### config.mk
export PLATFORM = sky130hd
export DESIGN_NAME = seq_logic_unit
export DESIGN_NICKNAME = d
export VERILOG_FILES = /design/src/rtl/seq_logic_unit.sv
export SDC_FILE = /design/constraint.sdc
export NUM_CORES = 1
export LEC_CHECK = 0
export CAP_MARGIN = 5
export CORE_MARGIN = 2
export CORE_UTILIZATION = 52
export CTS_CLUSTER_SIZE = 40
export DETAILED_ROUTE_END_ITERATION = 7
export PLACE_DENSITY_LB_ADDON = 0.25
export SKIP_LAST_GASP = 1
export SLEW_MARGIN = 30
export SYNTH_ARGS = -nofsm -noshare
export SYNTH_HDL_FRONTEND = slang
export SYNTH_SLANG_ARGS = --single-unit
### constraint.sdc
create_clock -name clk -period 3.9 [get_ports clk]
set_input_delay 0.585 -clock clk [delete_from_list [all_inputs] [get_ports clk]]
set_output_delay 0.585 -clock clk [all_outputs]
set_load 0.005 [all_outputs]
### src/rtl/seq_logic_unit.sv
// Chunk-serial bitwise logic unit (AND/OR/XOR/XNOR) with IDLE/BUSY/DONE FSM.
// Define LOGIC_PARITY_EN to add the registered parity output.
module seq_logic_unit #(
    parameter int WIDTH = 16,
    parameter int CHUNK = 4
) (
    input  logic             clk,
    input  logic             rst,
    input  logic             start,
    input  logic [1:0]       op,
    input  logic [WIDTH-1:0] a,
    input  logic [WIDTH-1:0] b,
    output logic             ready,
    output logic             done,
    output logic [WIDTH-1:0] out,
    output logic             zero
`ifdef LOGIC_PARITY_EN
    ,
    output logic             parity
`endif
);

    localparam int N  = WIDTH / CHUNK;
    localparam int CW = (N > 1) ? $clog2(N) : 1;

    typedef enum logic [1:0] {
        S_IDLE,
        S_BUSY,
        S_DONE
    } state_t;

    state_t           r_state;
    state_t           w_state_nxt;
    logic [WIDTH-1:0] r_a;
    logic [WIDTH-1:0] r_b;
    logic [1:0]       r_op;
    logic [CW-1:0]    r_cnt;
    logic [WIDTH-1:0] r_shadow;
    logic [WIDTH-1:0] r_out;
    logic             r_zero;
`ifdef LOGIC_PARITY_EN
    logic             r_parity;
`endif

    logic             w_busy;
    logic             w_accept;
    logic             w_step;
    logic             w_last;
    logic [CW-1:0]    w_idx;
    logic [31:0]      w_shamt;
    logic [WIDTH-1:0] w_src_a;
    logic [WIDTH-1:0] w_src_b;
    logic [1:0]       w_src_op;
    logic [CHUNK-1:0] w_ca;
    logic [CHUNK-1:0] w_cb;
    logic [CHUNK-1:0] w_chunk;
    logic [WIDTH-1:0] w_mask;
    logic [WIDTH-1:0] w_shadow_nxt;

    // Chunk 0 is computed on the accepting edge straight from the inputs;
    // r_cnt then holds the index of the last chunk processed.
    assign w_busy   = (r_state == S_BUSY);
    assign w_accept = (r_state == S_IDLE) && start;
    assign w_step   = w_accept || w_busy;
    assign w_idx    = w_busy ? r_cnt + CW'(1) : '0;
    assign w_last   = (w_idx == CW'(N - 1));
    assign w_src_a  = w_busy ? r_a : a;
    assign w_src_b  = w_busy ? r_b : b;
    assign w_src_op = w_busy ? r_op : op;
    assign w_shamt  = 32'(w_idx) * 32'(CHUNK);
    assign w_ca     = CHUNK'(w_src_a >> w_shamt);
    assign w_cb     = CHUNK'(w_src_b >> w_shamt);
    assign w_mask   = WIDTH'({CHUNK{1'b1}});

    always_comb begin
        w_chunk = '0;
        case (w_src_op)
            2'b00:   w_chunk = w_ca & w_cb;
            2'b01:   w_chunk = w_ca | w_cb;
            2'b10:   w_chunk = w_ca ^ w_cb;
            default: w_chunk = ~(w_ca ^ w_cb);
        endcase
    end

    assign w_shadow_nxt = (r_shadow & ~(w_mask << w_shamt))
                        | (WIDTH'(w_chunk) << w_shamt);

    always_comb begin
        w_state_nxt = r_state;
        case (r_state)
            S_IDLE: begin
                if (start) begin
                    w_state_nxt = w_last ? S_DONE : S_BUSY;
                end
            end
            S_BUSY: begin
                if (w_last) begin
                    w_state_nxt = S_DONE;
                end
            end
            S_DONE:  w_state_nxt = S_IDLE;
            default: w_state_nxt = S_IDLE;
        endcase
    end

    always_ff @(posedge clk) begin
        if (rst) begin
            r_state  <= S_IDLE;
            r_a      <= '0;
            r_b      <= '0;
            r_op     <= '0;
            r_cnt    <= '0;
            r_shadow <= '0;
            r_out    <= '0;
            r_zero   <= 1'b1;
`ifdef LOGIC_PARITY_EN
            r_parity <= 1'b0;
`endif
        end else begin
            r_state <= w_state_nxt;
            if (w_accept) begin
                r_a  <= a;
                r_b  <= b;
                r_op <= op;
            end
            if (w_step) begin
                r_shadow <= w_shadow_nxt;
                r_cnt    <= w_idx;
                if (w_last) begin
                    r_out    <= w_shadow_nxt;
                    r_zero   <= ~|w_shadow_nxt;
`ifdef LOGIC_PARITY_EN
                    r_parity <= ^w_shadow_nxt;
`endif
                end
            end
        end
    end

    assign ready  = (r_state == S_IDLE);
    assign done   = (r_state == S_DONE);
    assign out    = r_out;
    assign zero   = r_zero;
`ifdef LOGIC_PARITY_EN
    assign parity = r_parity;
`endif

endmodule

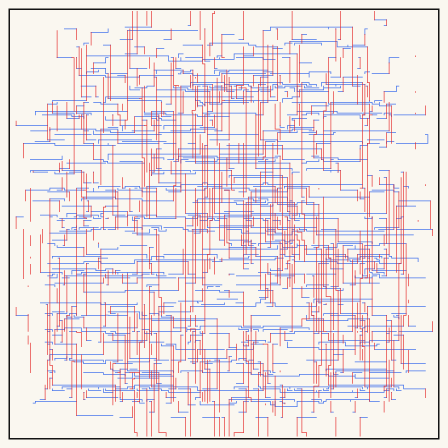
Figure 1: routed metal, one colour a layer.
Two of the layers only.
- blue: metal 1 (wire length 3470 um)
- red: metal 2 (wire length 3190 um)
final wirelength: 7070 um
drt wl/cell: 13.9 um
routed vias: 2702

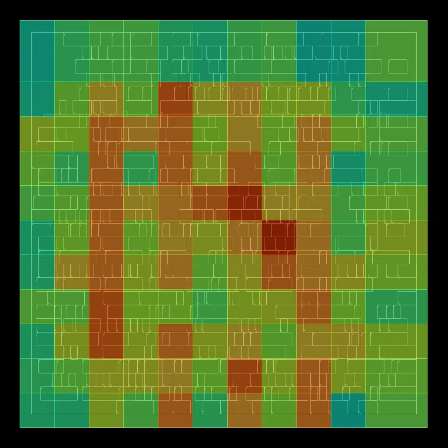
Figure 2: routing congestion.
Most Crowded Layer GR: met2
final core utilization: 66.4%
M2 GR Usage: 34.8%
M3 GR Usage: 5.56%

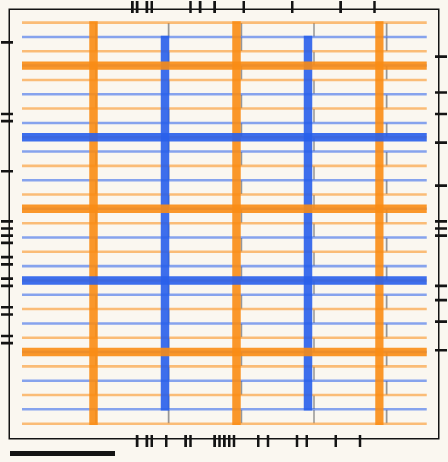
Figure 3: floorplan with the power grid.
Bar = 20 um. Pins as bars on the die edge. Tap cells in grey.
- orange: VSS
- blue: VDD
- signal pins: 56
- tap cells: 75
- met4 straps: 5
- met1 rails: 29
Die X: 81.3 um
Die Span Y: 81.3 um
Core ar.: 0.00585 sq mm
Worst VDD drop: 0.000226 V

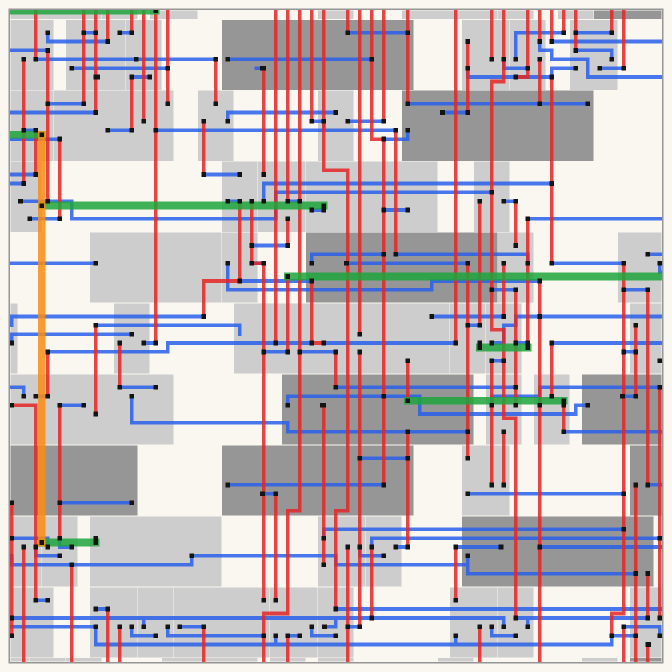
Figure 4: layout detail.
Region (48, 8) to (73, 33) um. Cells in grey, sequential cells in the stronger grey; small squares are vias.
- blue: metal 1
- green: metal 3
- red: metal 2
- orange: metal 4
- netlist names of flops here include: r_b (6), r_op (1)
- most frequent: nand2_1 (17), a21oi_1 (12), dfxtp_1 (7)
- cells with their middle in the window: 46
- sequential cells in the window: 7

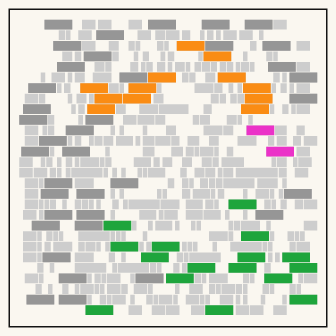
Figure 5: where the registers sit.
- green: r_b (flops 16)
- magenta: r_state (flops 2)
- orange: r_shadow (flops 12)
- not coloured: 37
Reg area: 0.00134 sq mm
flop share of the area: 34.5%
Seq group: 0.748 mW

==> flip-flops by register name, indices dropped and copies added, names as in the netlist <==
signal    flops
out          16
r_op          2
r_a          16
zero          1
r_state       2
r_b          16
r_shadow     12
r_cnt         2
==> final cells by class <==
cell class                      count  area (sq um)
Fill cell                         487          1960
Multi-Input combinational cell    284          1630
Sequential cell                    67          1340
Timing Repair Buffer               59           578
Clock buffer                       12           165
Tap cell                           75          93.8
Clock inverter                      4          47.5
Inverter                            9          33.8
==> through the flow <==
step	instance area [sq um]	hold slack [ns]	std cells	setup slack, ns
final	3890	0.444	510	0.640
after CTS	3890	0.448	510	0.610
after global routing	3890	0.476	510	0.389
after detailed placement	3670	0.446	494	0.586
after global placement	3670	0.439	494	0.659
after floorplan	3110	0.432	384	0.806
==> cell families (layout without fill, tap and decap cells) <==
family / Yosys count / in the layout / synth area share, %
buffers and inverters: 33 / 84 / 4.47
AND/OR/NAND/NOR: 171 / 171 / 23.4
XOR/XNOR: 4 / 4 / 1.13
AND-OR/OR-AND: 88 / 88 / 16.8
flip-flops: 67 / 67 / 43.2
adder cells (fa/ha/maj): 8 / 8 / 3.22
multiplexers: 13 / 13 / 7.70
==> routing by layer <==
metal | wire [um] | vias to the layer above | share of wire [%] | global-route usage, %
met4 | 100 | 0 | 1.4 | 9.66
met1 | 3470 | 1241 | 49 | 32.3
li1 | - | 1385 | - | -
met2 | 3190 | 66 | 45 | 34.8
met5 | 0 | - | 0 | 0
met3 | 313 | 10 | 4.4 | 5.56
==> report_power, final <==
group          switching (mW)  total (mW)  internal, mW
Combinational           0.154       0.283         0.129
Clock                   0.253       0.598         0.345
Sequential             0.0281       0.748         0.720
==> cells in the mapped netlist (2+ instances only) <==
master,instances
nand2_1,118
dfxtp_1,67
a21oi_1,61
nor2_1,23
clkbuf_1,21
a211oi_1,11
inv_1,9
ha_1,8
mux4_2,8
nor3_1,7
nor2b_1,6
o21a_1,4
o21ai_0,4
xnor2_1,4
and2_1,3
and3_1,3
mux2i_1,3
buf_6,2
o22ai_1,2
or4_1,2
==> worst min-delay path by stage <==
stage | slack, ns | to | cells after the start
after global routing | 0.48 | out[1] | 2
after CTS | 0.45 | out[6] | 2
after floorplan | 0.43 | out[10] | 2
final | 0.44 | out[6] | 2
after detailed placement | 0.45 | r_a[14] | 2
after global placement | 0.44 | r_a[3] | 2
==> worst max-delay path, stage by stage, from the launching register on <==
cell and delay [ns]:
dfxtp_1 0.82, mux4_2 0.58, nand2_1 0.07, nand2_1 0.09, ha_1 0.35, xnor2_1 0.18, a22oi_4 0.28, a21oi_1 0.14
or4_1 0.55, o21ai_1 0.14
==> impl_metrics.json <==
{
  "status": "complete, no violations",
  "slew_violations": 0,
  "final_common_cell": "nand2_1",
  "maxSlewHeadroom_pct": 48.4,
  "diodes": 0,
  "fin_tns_setup_ns": 0,
  "post_drt_via_cell_ratio": 5.30,
  "p_leak_nw": 1.50,
  "tightest_slew_ns": 0.773,
  "finalPower_mw": 1.63,
  "synthFlopType": "dfxtp_1",
  "fp-row-count": 28,
  "cts_tree": "built",
  "ios": 56,
  "required_ns": 4.18,
  "fp_util_pct": 53.1,
  "grt_pass1_wl_um": 11700,
  "worstSetupStartpoint": "r_cnt[0]",
  "post_cts_buffers": 0,
  "grt_pass1_vias": 2485,
  "ys_ff": 67,
  "drtPass1Iterations": 4,
  "cts_hold_buffers": 0,
  "place.gp.congestion": 0.895,
  "grt.total_usage_pct": 23.3,
  "ant_nets": 0,
  "period_used_pct": 83.6,
  "clkTransAtPathRegs_ns": 0.07,
  "min-delay-start": "r_shadow[6]",
  "fin_nets": 475,
  "synth_seq_share_pct": 43.2,
  "ys_area_sq_mm": 0.00311,
  "grt_max_degree": 68,
  "cp-endpoint": "zero",
  "fin_skew_ns": 0.0108,
  "async_flop_share_pct": 0,
  "r2r_cells": 9,
  "yosysWarnings": 0,
  "dieArea_sq_mm": 0.00661,
  "warnings": 30,
  "rsz0062_at_grt": "no",
  "overflow": 0,
  "drtIter0Drc": 203,
  "endpoint_kind": "flop",
  "post-route-drc-count": 0,
  "cts_buffers": 9,
  "hpwl_um": 4880,
  "p_per_area_mw_per_mm2": 419,
  "topCellsByArea": "dfxtp_1 (43%), nand2_1 (14%), a21oi_1 (9.8%)",
  "fmax_mhz": 307,
  "cp_max_fo": 15,
  "holdCritPathClass": "flop to flop",
  "finalHoldViolations": 0,
  "synth-edff-count": 0,
  "arrival_ns": 3.54,
  "ctsResizeCount": 0,
  "ys_types": 38,
  "drive_above_1_share_pct": 8.51,
  "numPortBuffers": 55,
  "ys_cells": 384,
  "lay_top_cells": "nand2_1 (117), dfxtp_1 (67), a21oi_1 (61)",
  "avgSynthCellArea_sq_um": 8.09,
  "worstSetupStartpointType": "flop",
  "numClockSinks": 67,
  "grt_antenna_before_repair": 0,
  "drv_cap": 0,
  "clockBufferDepth": 2,
  "area_growth_pct": 25.2,
  "clk_latency_ns": 0.34,
  "synth_top_area_share_pct": 43.2,
  "htreeDepth": 3,
  "yosysTopAreaCell": "dfxtp_1",
  "synth.cell_area_sq_mm": 0.00311,
  "syn_inst": 384,
  "reg2reg_to": "zero",
  "reg2reg_from": "r_cnt[0]",
  "syn_nets": 429,
  "cts_root_buf": "clkbuf_8",
  "setup_viol": 0,
  "reg2reg_slack_ns": 0.64,
  "period_needed_ns": 3.26,
  "path_class": "flop to flop"
}
No activity file was given, so power comes from the tool's default toggle rates.
